==> run_1/clk_routes.png <==
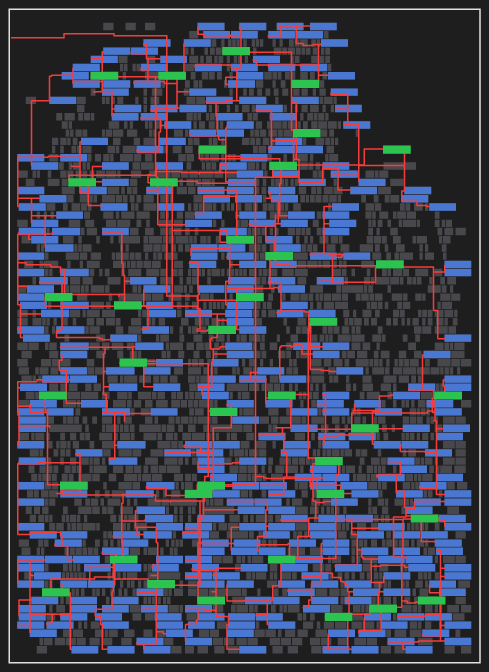
==> run_1/sizes.png <==
The bar under the picture is 50 microns long.
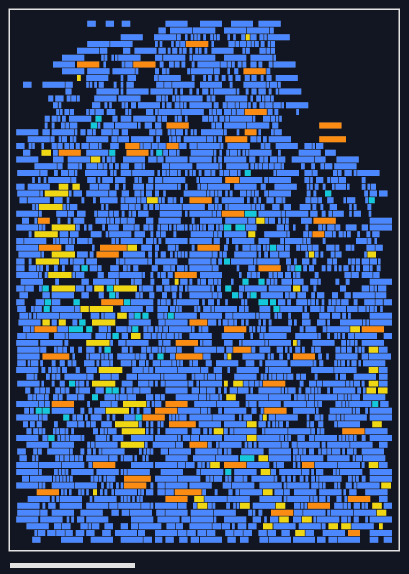
==> run_1/io_placement.png <==
Pins as bars across the die edge, other pins in gray.
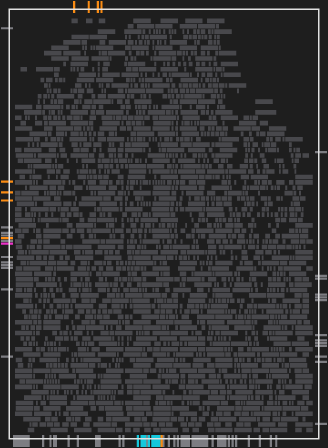
==> run_1/clocks.png <==
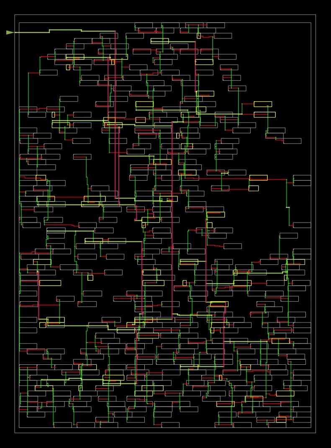
--- src/rtl/motion_tracker_pkg.sv ---
// motion_tracker_pkg: widths, FSM state types and record structs for motion_centroid_tracker
package motion_tracker_pkg;
  localparam int INPUT_W = 10;
  localparam int X_W = 10;
  localparam int Y_W = 9;
  localparam int CNT_W = X_W + Y_W;
  localparam int SX_W = X_W + CNT_W;
  localparam int SY_W = Y_W + CNT_W;
  localparam int MIN_CNT = 16;
  localparam int DIV_SW = $clog2(SX_W + 1);
  typedef enum logic {A_IDLE, A_ACCUM} acc_state_e;
  typedef enum logic [1:0] {R_IDLE, R_DIVX, R_DIVY, R_HOLD} res_state_e;
  typedef struct packed {
    logic [CNT_W-1:0] count;
    logic [X_W-1:0] x_min;
    logic [X_W-1:0] x_max;
    logic [Y_W-1:0] y_min;
    logic [Y_W-1:0] y_max;
  } stats_t;
  typedef struct packed {
    logic found;
    logic [CNT_W-1:0] count;
    logic [X_W-1:0] x_min;
    logic [X_W-1:0] x_max;
    logic [Y_W-1:0] y_min;
    logic [Y_W-1:0] y_max;
    logic [X_W-1:0] cx;
    logic [Y_W-1:0] cy;
  } result_t;
  localparam stats_t STATS_INIT = '{count: '0, x_min: {X_W{1'b1}}, x_max: '0, y_min: {Y_W{1'b1}}, y_max: '0};
endpackage

--- src/rtl/serial_divider.sv ---
// serial_divider: restoring divider, one quotient bit per cycle; divide-by-zero yields 0
module serial_divider #(
  parameter int NW = 29,
  parameter int DW = 19,
  parameter int SW = $clog2(NW + 1)
) (
  input  logic          clk,
  input  logic          aresetn,
  input  logic          start,
  input  logic [SW-1:0] steps,
  input  logic [NW-1:0] num,
  input  logic [DW-1:0] den,
  output logic          busy,
  output logic          done,
  output logic [NW-1:0] quotient
);
  logic          busy_q, busy_d;
  logic [SW-1:0] cnt_q, cnt_d;
  logic [DW-1:0] rem_q, rem_d, den_q, den_d;
  logic [NW-1:0] quo_q, quo_d, quo_n;
  logic [DW:0]   rem_sh;
  logic          ge;
  // One restoring step per busy cycle; done flags the final step, whose quotient is presented combinationally
  always_comb begin
    rem_sh = {rem_q, quo_q[NW-1]};
    ge = rem_sh >= {1'b0, den_q};
    quo_n = {quo_q[NW-2:0], ge};
    done = busy_q && cnt_q == SW'(1);
    busy_d = start | (busy_q & ~done);
    cnt_d = start ? steps : busy_q ? cnt_q - SW'(1) : cnt_q;
    rem_d = start ? '0 : busy_q ? (ge ? rem_sh[DW-1:0] - den_q : rem_sh[DW-1:0]) : rem_q;
    quo_d = start ? num : busy_q ? quo_n : quo_q;
    den_d = start ? den : den_q;
  end
  // Divider state registers
  always_ff @(posedge clk or negedge aresetn) begin
    if (!aresetn) begin
      busy_q <= 1'b0;
      cnt_q <= '0;
      rem_q <= '0;
      quo_q <= '0;
      den_q <= '0;
    end else begin
      busy_q <= busy_d;
      cnt_q <= cnt_d;
      rem_q <= rem_d;
      quo_q <= quo_d;
      den_q <= den_d;
    end
  end
  assign busy = busy_q;
  assign quotient = den_q == '0 ? '0 : quo_n;
endmodule

--- src/rtl/motion_centroid_tracker.sv ---
// motion_centroid_tracker: per-frame motion count, bounding box and centroid; MOTION_CENTROID_ROUND_EN selects round-half-up centroid
import motion_tracker_pkg::*;
module motion_centroid_tracker #(
  parameter int INPUT_WIDTH = INPUT_W,
  parameter int X_WIDTH = X_W,
  parameter int Y_WIDTH = Y_W,
  parameter int CNT_WIDTH = CNT_W,
  parameter int MIN_COUNT = MIN_CNT
) (
  input  logic                   clk,
  input  logic                   aresetn,
  input  logic                   in_valid,
  input  logic                   in_sof,
  input  logic                   in_eol,
  input  logic                   in_eof,
  input  logic [INPUT_WIDTH-1:0] in_pixel,
  output logic                   out_valid,
  input  logic                   out_ready,
  output logic                   found,
  output logic [CNT_WIDTH-1:0]   count,
  output logic [X_WIDTH-1:0]     x_min,
  output logic [X_WIDTH-1:0]     x_max,
  output logic [Y_WIDTH-1:0]     y_min,
  output logic [Y_WIDTH-1:0]     y_max,
  output logic [X_WIDTH-1:0]     cx,
  output logic [Y_WIDTH-1:0]     cy,
  output logic                   overrun
);
  acc_state_e a_q, a_d;
  res_state_e r_q, r_d;
  logic [X_W-1:0] x_q, x_d, px, cx_q, cx_d;
  logic [Y_W-1:0] y_q, y_d, py;
  stats_t acc_q, acc_d, ab, snap_q, snap_d;
  logic [SX_W-1:0] sx_q, sx_d, sxb, rnd_x;
  logic [SY_W-1:0] sy_q, sy_d, syb, snap_sy_q, snap_sy_d, rnd_y;
  result_t res_q, res_d;
  logic eof_q, eof_d, valid_q, valid_d, ovr_q, ovr_d;
  logic take, fg, clr, accept, start_y, publish, zero_cnt;
  logic div_start, div_busy, div_done;
  logic [DIV_SW-1:0] div_steps;
  logic [SX_W-1:0] div_num, div_quo;
  logic [CNT_W-1:0] div_den;
  logic unused_bits;
`ifdef MOTION_CENTROID_ROUND_EN
  assign rnd_x = SX_W'(acc_q.count >> 1);
  assign rnd_y = SY_W'(snap_q.count >> 1);
`else
  assign rnd_x = '0;
  assign rnd_y = '0;
`endif
  // Raster coordinates of the current pixel and accumulation of foreground statistics
  always_comb begin
    px = in_sof ? '0 : x_q;
    py = in_sof ? '0 : y_q;
    x_d = !in_valid ? x_q : in_eol ? '0 : px + X_W'(~&px);
    y_d = !in_valid ? y_q : py + Y_W'(in_eol & ~&py);
    fg = in_pixel[INPUT_WIDTH-1];
    take = in_valid & (in_sof | a_q == A_ACCUM);
    clr = (in_valid & in_sof) | eof_q;
    ab = clr ? STATS_INIT : acc_q;
    sxb = clr ? '0 : sx_q;
    syb = clr ? '0 : sy_q;
    acc_d = ab;
    sx_d = sxb;
    sy_d = syb;
    if (take & fg) begin
      acc_d.count = ab.count + CNT_W'(1);
      acc_d.x_min = px < ab.x_min ? px : ab.x_min;
      acc_d.x_max = px > ab.x_max ? px : ab.x_max;
      acc_d.y_min = py < ab.y_min ? py : ab.y_min;
      acc_d.y_max = py > ab.y_max ? py : ab.y_max;
      sx_d = sxb + SX_W'(px);
      sy_d = syb + SY_W'(py);
    end
    eof_d = take & in_eof;
    a_d = eof_d ? A_IDLE : (in_valid & in_sof) ? A_ACCUM : a_q;
  end
  // Snapshot, X-then-Y centroid division and the held result record
  always_comb begin
    accept = eof_q & (r_q == R_IDLE | r_q == R_HOLD);
    start_y = r_q == R_DIVY & ~div_busy;
    div_start = accept | start_y;
    div_steps = start_y ? DIV_SW'(SY_W) : DIV_SW'(SX_W);
    div_num = start_y ? {snap_sy_q + rnd_y, 1'b0} : sx_q + rnd_x;
    div_den = start_y ? snap_q.count : acc_q.count;
    snap_d = accept ? acc_q : snap_q;
    snap_sy_d = accept ? sy_q : snap_sy_q;
    cx_d = (r_q == R_DIVX & div_done) ? div_quo[X_W-1:0] : cx_q;
    publish = r_q == R_DIVY & div_done;
    zero_cnt = snap_q.count == '0;
    res_d = !publish ? res_q : result_t'{
      found: snap_q.count >= CNT_W'(MIN_COUNT),
      count: snap_q.count,
      x_min: zero_cnt ? '0 : snap_q.x_min,
      x_max: zero_cnt ? '0 : snap_q.x_max,
      y_min: zero_cnt ? '0 : snap_q.y_min,
      y_max: zero_cnt ? '0 : snap_q.y_max,
      cx: cx_q,
      cy: div_quo[Y_W-1:0]};
    valid_d = publish | (valid_q & ~out_ready);
    ovr_d = ovr_q | (eof_q & ~accept) | (eof_q & r_q == R_HOLD & ~out_ready);
    r_d = accept ? R_DIVX :
          (r_q == R_DIVX & div_done) ? R_DIVY :
          publish ? R_HOLD :
          (r_q == R_HOLD & valid_q & out_ready) ? R_IDLE : r_q;
  end
  // State and datapath registers
  always_ff @(posedge clk or negedge aresetn) begin
    if (!aresetn) begin
      a_q <= A_IDLE;
      r_q <= R_IDLE;
      x_q <= '0;
      y_q <= '0;
      acc_q <= STATS_INIT;
      sx_q <= '0;
      sy_q <= '0;
      snap_q <= '0;
      snap_sy_q <= '0;
      cx_q <= '0;
      res_q <= '0;
      eof_q <= 1'b0;
      valid_q <= 1'b0;
      ovr_q <= 1'b0;
    end else begin
      a_q <= a_d;
      r_q <= r_d;
      x_q <= x_d;
      y_q <= y_d;
      acc_q <= acc_d;
      sx_q <= sx_d;
      sy_q <= sy_d;
      snap_q <= snap_d;
      snap_sy_q <= snap_sy_d;
      cx_q <= cx_d;
      res_q <= res_d;
      eof_q <= eof_d;
      valid_q <= valid_d;
      ovr_q <= ovr_d;
    end
  end
  serial_divider #(.NW(SX_W), .DW(CNT_W), .SW(DIV_SW)) u_div (
    .clk(clk), .aresetn(aresetn), .start(div_start), .steps(div_steps), .num(div_num),
    .den(div_den), .busy(div_busy), .done(div_done), .quotient(div_quo)
  );
  assign unused_bits = ^{in_pixel[INPUT_WIDTH-2:0], div_quo[SX_W-1:X_W]};
  assign out_valid = valid_q;
  assign found = res_q.found;
  assign count = res_q.count;
  assign x_min = res_q.x_min;
  assign x_max = res_q.x_max;
  assign y_min = res_q.y_min;
  assign y_max = res_q.y_max;
  assign cx = res_q.cx;
  assign cy = res_q.cy;
  assign overrun = ovr_q;
endmodule

--- config.mk ---
export PLATFORM = sky130hd
export DESIGN_NAME = motion_centroid_tracker
export DESIGN_NICKNAME = d
export VERILOG_FILES = /design/src/rtl/motion_tracker_pkg.sv /design/src/rtl/serial_divider.sv /design/src/rtl/motion_centroid_tracker.sv
export SDC_FILE = /design/constraint.sdc
export NUM_CORES = 1
export LEC_CHECK = 0
export CAP_MARGIN = 10
export CORE_ASPECT_RATIO = 1.4
export CORE_MARGIN = 2
export CORE_UTILIZATION = 60
export DETAILED_ROUTE_END_ITERATION = 10
export GPL_TIMING_DRIVEN = 1
export PLACE_DENSITY = 0.8
export RECOVER_POWER = 50
export SLEW_MARGIN = 10
export SYNTH_ARGS = -nofsm -noshare
export SYNTH_HDL_FRONTEND = slang
export SYNTH_SLANG_ARGS = --single-unit
--- constraint.sdc ---
create_clock -name clk -period 4.09 [get_ports clk]
set_input_delay 0.409 -clock clk [delete_from_list [all_inputs] [get_ports clk]]
set_output_delay 0.409 -clock clk [all_outputs]
set_load 0.01 [all_outputs]
==> out/metrics.cfg, run 1 <==
[clock_network]
clock_network_latency_to_the_later_pin_of_the_worst_skew_pair_ns=0.55
tritoncts_clock_tree=done
cts-root-buf=clkbuf_16
clock-sinks=384
clkTransAtPathRegs_ns=0.06
cts-root-to-sink-buffers=3

[sta]
max_freq_mhz=306
grt_setup_unrepaired=false
worst-slew-pin-transition_ns=2.69
timing.slew.headroom_pct=-79.0
timing_hold_violations_final=0
timing.setup.tns_ns=0
timing.final.setup_violations=0
slew_violations=103
finalCritPeriodShare_pct=79.8
final_period_minus_worst_setup_slack_ns=3.27

[global_routing]
use_met3_pct=3.42
first_global_vias=15600
grt_overflow_total=0
gr-max-usage-layer=met2
track_usage_pct=28.7
grt_use_met2_pct=52.4
antenna_found_initial=0
use_met1_pct=33.8

[logic_synthesis]
synthDominantAreaCellType=dfrtp_1
synth_top_flop_cell=dfrtp_1
synthDistinctLibCells=70
most_common_cell=nand2_1
topCellsByArea=dfrtp_1 (47%), nand2_1 (8.5%), ha_1 (5.4%)
post_synthesis_area_per_instance_sq_um=9.44
postSynthSeqShare_pct=49.9
asr_flop_ratio_synth_pct=100
postSynthNetCount=2150
syn_area_sq_mm=0.0193
top_area_share_pct=47.3
common_cells=nand2_1 (435), dfrtp_1 (365), a21oi_1 (136)
ys.warnings.count=0
synth-edff-count=0
post_synth_regs=384

[run_status]
status=finished with violations
failed_checks=max-capacitance violations, max-slew violations

[critical_path]
critical_path.startpoint=in_valid
start_kind=primary input
critical_path.reg2reg.startpoint=u_div.den_q[0]
critPathKind=in2reg
cp.required_ns=4.53
crit_path_max_fanout=28
worstPathArrival_ns=3.71

[routing]
dr.pass1.iters=5
met2_routed_wirelength_microns=25300
finalWirelength_microns=47600
vias=15300
met3_wirelength_microns=1670
vias_per_cell=6.05
drt_drc_violations_left=0
wl_met1_microns=18600
detail-route-antenna-nets=0
drt-initial-drc-count=1031
dr.max_layer_used=met4

[placed_design]
hpwl_microns=32600
buffer_ports.inserted=86
detailed_place.area_sq_mm=0.0207
gp_congestion=0.942

[power]
power_density_of_the_placed_cells_mw_per_mm2=534
power.static_leakage_nw=11.0

[layout]
post_route_cells_drive_above_1_share_pct=8.55
layout.cell_area.non_filler_sq_mm=0.0221
final_core_util_pct=69.8
final_nets=2216

[die]
core.rowCount=77
die.size.y_microns=216
floorplan.core_area_sq_mm=0.0316
top_level_i_o_count=96
floorplanUtilization_pct=61.1
chipWidth_microns=156
floorplan.die_area_sq_mm=0.0337

[min_path]
hp-class=reg2reg
min-delay-start=acc_q[4]

[flow_run]
warning_count=40
max_cap_violations=1

About clk_routes.png:
- red: clock wires (length 4610 microns)
- blue: flip-flops (count 384)
- green: clock drivers (count 38)
- flops lie: all over the die

About sizes.png:
- orange: _6 and larger (cells 57; share 2.7%; most used clkbuf_16)
- yellow: _2 cells (cells 75; share 3.5%; most used mux2_2)
- blue: _0 and _1 cells (cells 1958; share 91%; most used nand2_1)
- cyan: _3 and _4 cells (cells 51; share 2.4%; most used buf_4)

About io_placement.png:
- magenta: in_eof (pins 1; direction input; edge west)
- cyan: x_min (pins 10; direction output; edge south)
- orange: y_max (pins 9; direction output; edge 4 west, 4 north, 1 south)
- all pins by edge: 63 south, 16 west, 13 east, 4 north

About clocks.png:
clock-net power: 3.83 mW
Flops: 384
clk_buf instances: 50
setup clock skew after layout: 0.0296 ns
number of buffers added by the clock tree synthesis step: 38

run 1: per-stage QoR:
| step | hold WS, ns | total power [mW] | cells | worst slack (ns) |
|---|---|---|---|---|
| 2_1_floorplan | 0.113 | 7.07 | 2046 | 0.725 |
| 3_3_place_gp | 0.443 | 7.86 | 2466 | 0.384 |
| 3_5_place_dp | 0.447 | 7.97 | 2466 | 0.337 |
| 4_1_cts | 0.451 | 11.8 | 2536 | 0.839 |
| 5_1_grt | 0.480 | 12.4 | 2536 | 0.306 |
| 6_report | 0.461 | 11.8 | 2536 | 0.824 |
run 1: timing repair:
action | 4_1_cts | 5_1_grt
hold buffers | 1 | 0
hold endpoints to repair | 100 | 0
buffers inserted | 0 | 0
run 1: final timing paths:
path                       slack (ns)  cells past startpoint             end
hold reg to reg                  0.46                      2       snap_q[4]
setup / recovery                 0.82                     12        sy_q[20]
min in group asynchronous        1.26                      2      snap_q[46]
hold / removal                   0.46                      2       snap_q[4]
setup reg to reg                 0.83                     10  u_div.rem_q[4]
max in group asynchronous        0.92                      3    snap_sy_q[5]
run 1: area by class of cell:
cell class                      instances  area, sq um
Multi-Input combinational cell       1485         9050
Clock buffer                           50         1080
Tap cell                              395          494
Clock inverter                         19          302
Fill cell                            2347         9530
Timing Repair Buffer                  133         1250
Sequential cell                       384         9630
Inverter                               70          263
run 1: cell usage in the layout (no fill, tap or decap), types with 15 or more instances in the layout:
| cell type | count |
|---|---|
| a211oi_1 | 27 |
| a22o_1 | 39 |
| dfstp_2 | 19 |
| a21o_1 | 39 |
| xor2_1 | 46 |
| and2_1 | 28 |
| mux2_2 | 37 |
| ha_1 | 84 |
| o21ai_0 | 100 |
| nand2_1 | 433 |
| inv_1 | 69 |
| clkdlybuf4s50_1 | 49 |
| nor3_1 | 16 |
| dfrtp_1 | 365 |
| nand3_1 | 59 |
| nand2b_1 | 29 |
| nor2_1 | 129 |
| clkbuf_16 | 39 |
| and3_1 | 35 |
| a21oi_1 | 134 |
| buf_4 | 42 |
| mux2i_1 | 44 |
| nand4_1 | 15 |
| dlygate4sd3_1 | 37 |
| xnor2_1 | 32 |
run 1: sequential cells by signal, indices dropped and copies added (netlist names), 2 cells and up:
signal,cells
x_max,10
sy_q,28
r_q,2
cx,10
y_max,9
sx_q,29
u_div.den_q,19
u_div.rem_q,19
cy,9
x_min,10
u_div.cnt_q,5
count,19
y_min,9
y_q,9
cx_q,10
snap_q,57
snap_sy_q,28
x_q,10
u_div.quo_q,29
acc_q,57
run 1: worst max-delay path: stages:
cell           delay (ns)
dlygate4sd3_1        0.60
a21oi_4              0.23
buf_4                0.33
nand2_1              0.15
fa_1                 0.45
nor2b_1              0.13
o21a_1               0.13
o21ai_0              0.14
a211oi_2             0.29
o211ai_1             0.26
or3_1                0.39
a21oi_1              0.17
run 1: power breakdown:
part	leakage, nW	internal (mW)	switching (mW)
Combinational	5.22	1.25	1.99
Clock	0.674	2.31	1.52
Sequential	5.13	4.34	0.375
run 1: cell families after synthesis:
group                    synth area share, %
AND/OR/NAND/NOR                         18.0
buffers and inverters                   3.53
XOR/XNOR                                3.54
flip-flops                              49.9
multiplexers                            4.44
adder cells (fa/ha/maj)                 5.75
AND-OR/OR-AND                           14.8
==> run_1/layer_met4.png <==
The bar under the picture is 50 microns long.
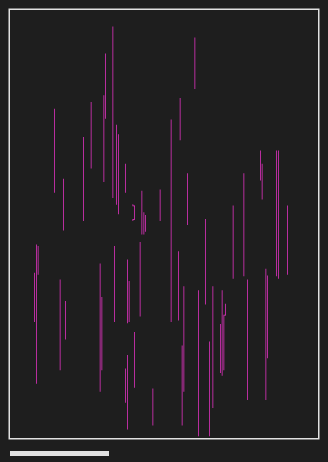

--- run 2 (diff from run 1) ---
Clock period 4.09 ns to 3.4 ns, I/O delays scaled along.
==> run_2/layer_met4.png <==
The bar under the picture is 50 microns long.
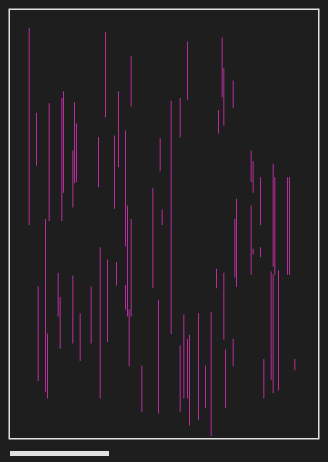
- longest straight run: 118 microns
- share of all routed wire: 5.4%

==> out/metrics.cfg, run 2 <==
[layout]
seqCellArea_sq_mm=0.00963  ; unchanged
filler_cell_count=2346  ; was 2347
reg_top3=acc_q (57), snap_q (57)  ; unchanged
post_route_cells_drive_above_1_share_pct=10.1  ; was 8.55%
final-comb-area_sq_mm=0.00905  ; unchanged

[routing]
drt-initial-drc-count=936  ; was 1031
vias=15600  ; was 15.3k
drt_drc_violations_left=0  ; unchanged
vias_per_cell=6.03  ; was 6.05

[placed_design]
hpwl_microns=33300  ; was 32600 microns
buffer_ports.inserted=86  ; unchanged
gp_congestion=0.973  ; was 0.942
post-place-ws_ns=-0.166  ; was 0.337 ns

[clock_network]
clock-sinks=384  ; unchanged
tritoncts_clock_tree=done  ; unchanged
cts-root-buf=clkbuf_16  ; unchanged

[flow_run]
warning_count=40  ; unchanged
max_cap_violations=1  ; unchanged

[global_routing]
track_usage_pct=28.8  ; was 28.7%

[logic_synthesis]
common_cells=nand2_1 (435), dfrtp_1 (365), a21oi_1 (136)  ; unchanged
post_synthesis_area_per_instance_sq_um=9.44  ; unchanged
syn_area_sq_mm=0.0193  ; unchanged
postSynthNetCount=2150  ; unchanged
synth-edff-count=0  ; unchanged
top_area_share_pct=47.3  ; unchanged
synthDominantAreaCellType=dfrtp_1  ; unchanged

[sta]
timing.slew.headroom_pct=-17.8  ; was -79.0%
slew_violations=130  ; was 103
final_critical_path_setup_slack_ns=0.300  ; was 0.824 ns
finalCritPeriodShare_pct=91.2
timing.setup.tns_ns=0  ; unchanged
worst-slew-pin-transition_ns=1.77  ; was 2.69 ns

[critical_path]
slowest_delay_ns=0.45  ; was 0.60 ns
highest_delay_cell_along_the_critical_path=fa_1  ; was dlygate4sd3_1
critical_path.reg2reg.startpoint=eof_q  ; was u_div.den_q[0]
cp.required_ns=3.86  ; was 4.53 ns
setup.reg_to_reg.worst_slack_ns=0.30  ; was 0.83 ns
worstPathCellList=a21oi_4 > buf_4 > nand2_1 > fa_1 > nor2b_1 > o21a_1 > o21ai_0 > a211oi_2 > o211ai_1 > or3_1 > a21oi_1  ; was dlygate4sd3_1 > a21oi_4 > buf_4 > nand2_1 > fa_1 > nor2b_1 > o21a_1 > o21ai_0 > a211oi_2 > o211ai_1 > or3_1 > a21oi_1
cp_top_family=AND-OR/OR-AND gates  ; unchanged

[power]
total_power_mw=13.9  ; was 11.8 mW
power.static_leakage_nw=11.2  ; was 11.0 nW

[die]
core.rowCount=77  ; unchanged
floorplan.core_area_sq_mm=0.0316  ; unchanged
floorplan.die_area_sq_mm=0.0337  ; unchanged
floorplanUtilization_pct=61.1  ; unchanged

[min_path]
min-delay-start=in_eof  ; was acc_q[4]

[run_status]
status=finished with violations  ; unchanged
failed_checks=max-capacitance violations, max-slew violations  ; unchanged

==> run_2/io_placement.png <==
Pins as bars across the die edge, other pins in gray.
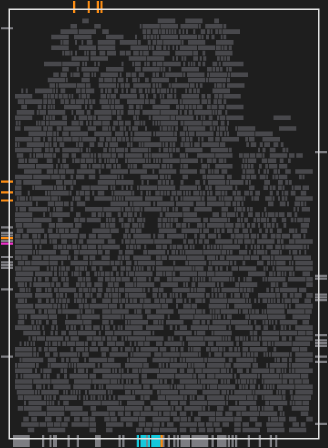
- orange: y_max (pins 9; direction output; edge 4 west, 4 north, 1 south)
- magenta: in_eof (pins 1; direction input; edge west)
- cyan: x_min (pins 10; direction output; edge south)

[run 2: cell counts after synthesis]
Identical to the previous run, type by type.
[run 2: stage by stage]
stage	std cells	area, sq um	utilization [%]
2_1_floorplan	2046	19300	-
3_3_place_gp	2510	21100	66.7
3_5_place_dp	2510	21100	66.7
4_1_cts	2580	22400	70.8
5_1_grt	2580	22300	70.4
6_report	2580	22300	70.4
[run 2: layout make-up]
cell class	count	share of cell area (%)
clock buffer	53	4.98
clock inverter	16	0.708
inverter	70	1.18
sequential	384	43.3
multi-input combinational	1485	40.7
timing repair buffer	177	6.96
tap	395	2.22
[run 2: cell families (layout without fill, tap and decap cells)]
kind of cell               count (synthesis)  after routing  share of synthesized area (%)
xor gates and xnor gates                  78             78                           3.54
and+or+nand+nor                          793            793                           18.0
AOI/OAI and AO/OA                        446            446                           14.8
DFF                                      384            384                           49.9
adders and majority gates                 87             87                           5.75
buffers and inverters                    177            316                           3.53
muxes                                     81             81                           4.44
[run 2: worst paths after layout]
path | to | depth (start not counted)
min | a_q | 2
min reg2reg | snap_q[4] | 2
max reg2reg | sy_q[20] | 11
min in group asynchronous | count[8] | 2
max in group asynchronous | y_q[2] | 3
max | sy_q[20] | 11
[run 2: layer usage]
| layer | part of all wire (%) | track usage, % | routed length, microns |
|---|---|---|---|
| met1 | 39 | 34.5 | 18400 |
| met2 | 52 | 51.1 | 24700 |
| met3 | 3.9 | 3.20 | 1870 |
| met4 | 5.4 | 14.8 | 2550 |
| met5 | 0 | 0 | 0 |
[run 2: power by group]
group,leakage (nW),internal (mW),switching [mW]
Combinational,5.40,1.54,2.40
Sequential,5.13,5.22,0.463
Clock,0.627,2.45,1.81
==> run_2/clk_routes.png <==
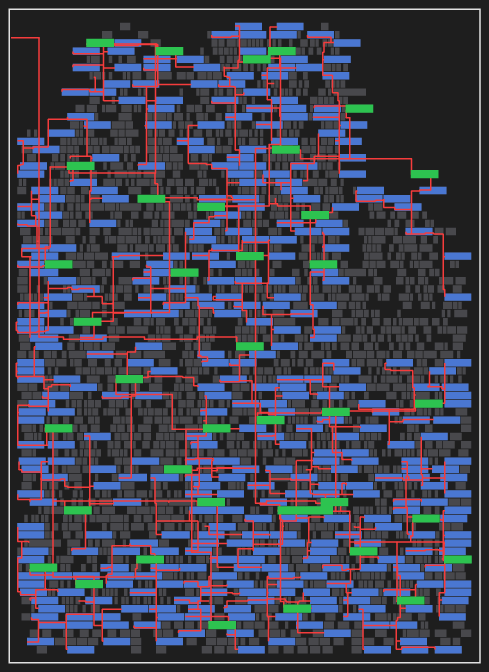

--- run 3 (diff from run 2) ---
Settings changed: CORE_UTILIZATION 60 to 25, PLACE_DENSITY 0.8 to not set.
==> run_3/clk_routes.png <==
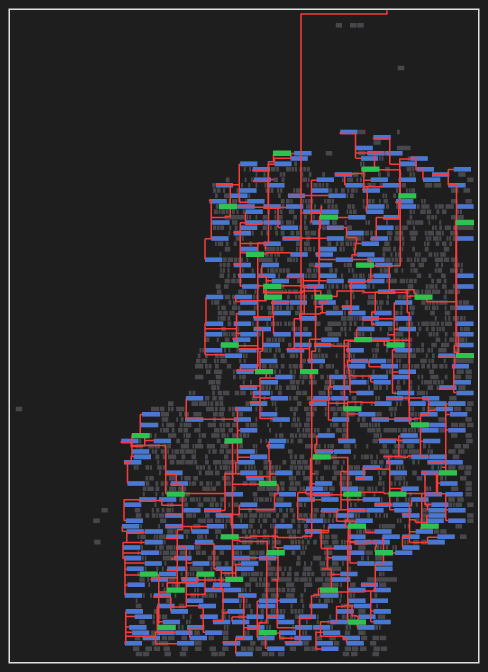
- green: clock drivers (count 41)
- red: clock wires (length 5290 microns)
- blue: flip-flops (count 384)
- routed clock nets: 42

==> run_3/clocks.png <==
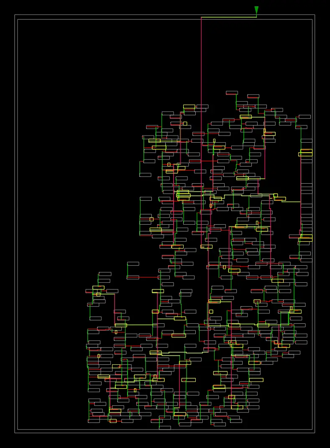
clock network latency to the later pin of the worst-skew pair: 0.58 ns
clk_buf instances: 53
number of buffers added by the clock tree synthesis step: 41

==> out/metrics.cfg, run 3 <==
[min_path]
min_delay_path_depth=2  ; unchanged

[layout]
layout.cell_area.non_filler_sq_mm=0.0234  ; was 0.0223 sq mm
filler_cell_count=7944  ; was 2346
reg_top3=acc_q (57), snap_q (57)  ; unchanged
post_route_cells_drive_above_1_share_pct=10.9  ; was 10.1%

[routing]
drt-initial-drc-count=817  ; was 936
dr.pass1.iters=5  ; unchanged
finalWirelength_microns=51100  ; was 47600 microns
detail-route-antenna-nets=0  ; unchanged

[flow_run]
max_cap_violations=1  ; unchanged
warning_count=40  ; unchanged

[power]
power_density_of_the_placed_cells_mw_per_mm2=626  ; was 624 mW/mm^2
power.internal_mw=9.75  ; was 9.21 mW
power.static_leakage_nw=11.3  ; was 11.2 nW
sequentialPowerShare_pct=38.7  ; was 40.9%

[critical_path]
critPathKind=reg2reg  ; unchanged
crit_top_cell=buf_4
slowest_delay_ns=0.41  ; was 0.45 ns
highest_delay_cell_along_the_critical_path=dfrtp_1  ; was fa_1
start_kind=flip-flop  ; unchanged
cp.required_ns=3.83  ; was 3.86 ns

[sta]
timing_hold_violations_final=0  ; unchanged
worst-slew-pin-transition_ns=2.73  ; was 1.77 ns
max_freq_mhz=321  ; was 323 MHz
slew_violations=90  ; was 130
grt_setup_unrepaired=false  ; unchanged
final_period_minus_worst_setup_slack_ns=3.11  ; was 3.10 ns

[run_status]
status=finished with violations  ; unchanged
failed_checks=max-capacitance violations, max-slew violations  ; unchanged

[logic_synthesis]
post_synth_regs=384  ; unchanged
asr_flop_ratio_synth_pct=100  ; unchanged
top_area_share_pct=47.3  ; unchanged
topCellsByArea=dfrtp_1 (47%), nand2_1 (8.5%), ha_1 (5.4%)  ; unchanged
most_common_cell=nand2_1  ; unchanged
synthDominantAreaCellType=dfrtp_1  ; unchanged
common_cells=nand2_1 (435), dfrtp_1 (365), a21oi_1 (136)  ; unchanged
syn_area_sq_mm=0.0193  ; unchanged

[die]
core.rowCount=120  ; was 77
floorplan.core_area_sq_mm=0.0766  ; was 0.0316 sq mm
top_level_i_o_count=96  ; unchanged

[placed_design]
gp_congestion=0.874  ; was 0.973

[global_routing]
antenna_found_initial=0  ; unchanged
track_usage_pct=12.8  ; was 28.8%

[clock_network]
clkTransAtPathRegs_ns=0.06  ; about the same

-- run 3: area by class of cell --
cell class / instances / area (sq um) / area share [%]
flip-flops and latches: 384 / 9630 / 41.2
multi-input cells: 1485 / 9060 / 38.8
repair buffers: 190 / 1740 / 7.45
well taps: 976 / 1220 / 5.22
clock buffers: 53 / 1110 / 4.75
clock inverters: 20 / 350 / 1.50
inverters: 70 / 263 / 1.12
-- run 3: worst paths after layout --
path / start / endpoint / slack (ns)
worst max-delay path: u_div.den_q[0] / u_div.rem_q[2] / 0.29
worst min-delay path: in_eof / a_q / 0.44
worst max register to register: u_div.den_q[0] / u_div.rem_q[2] / 0.29
worst min register to register: sy_q[8] / snap_sy_q[8] / 0.46
max in group asynchronous: aresetn / x_q[8] / 0.59
min in group asynchronous: aresetn / count[14] / 1.14
-- run 3: power groups by stage --
stage | Combinational, mW | Clock (mW) | Sequential [mW]
6_report | 4.09 | 4.88 | 5.66
5_1_grt | 4.66 | 5.17 | 5.73
4_1_cts | 4.14 | 4.98 | 5.65
3_5_place_dp | 4.12 | 0 | 5.73
3_3_place_gp | 4.06 | 0 | 5.73
2_1_floorplan | 2.92 | 0 | 5.58
-- run 3: per-stage QoR --
| stage | power, mW | worst slack [ns] | TNS (ns) | hold WS, ns | util [%] |
|---|---|---|---|---|---|
| finish | 14.6 | 0.285 | 0 | 0.438 | 30.5 |
| global route | 15.6 | 0.100 | 0 | 0.468 | 30.5 |
| CTS | 14.8 | 0.261 | 0 | 0.433 | 30.6 |
| detailed placement | 9.85 | -0.111 | -1.64 | 0.424 | 28.6 |
| global placement | 9.79 | -0.0886 | -1.45 | 0.442 | 28.6 |
| floorplan | 8.51 | 0.104 | 0 | 0.0444 | - |
-- run 3: logic make-up (layout without fill, tap and decap cells) --
logic type,Yosys count,count (layout),share of synthesized area (%)
DFF,384,384,49.9
xor gates and xnor gates,78,78,3.54
muxes,81,81,4.44
and+or+nand+nor,793,793,18.0
adders and majority gates,87,87,5.75
AOI/OAI and AO/OA,446,446,14.8
buffers and inverters,177,333,3.53
-- run 3: critical path, delay by kind of cell (launching register included) --
kind | cells | cell delay, ns
AND-OR/OR-AND | 4 | 0.96
flip-flops | 1 | 0.41
multiplexers | 1 | 0.23
AND/OR/NAND/NOR | 2 | 0.34
buffers and inverters | 2 | 0.39
adder cells (fa/ha/maj) | 2 | 0.63
-- run 3: repair_timing --
item | CTS | global route
setup buffers | 0 | 0
hold buffers | 1 | 0
endpoints found under the hold margin | 84 | 0
-- run 3: routing by layer --
layer / wire length, microns / track usage [%] / vias to the layer above / share of wire, %
met5: 0 / 0 / - / 0
met4: 1750 / 4.92 / 0 / 3.4
met3: 1400 / 1.41 / 87 / 2.7
li1: - / - / 7328 / -
met2: 25700 / 22.7 / 239 / 50
met1: 22200 / 15.9 / 7259 / 44
Power and IR drop assume default switching activity.
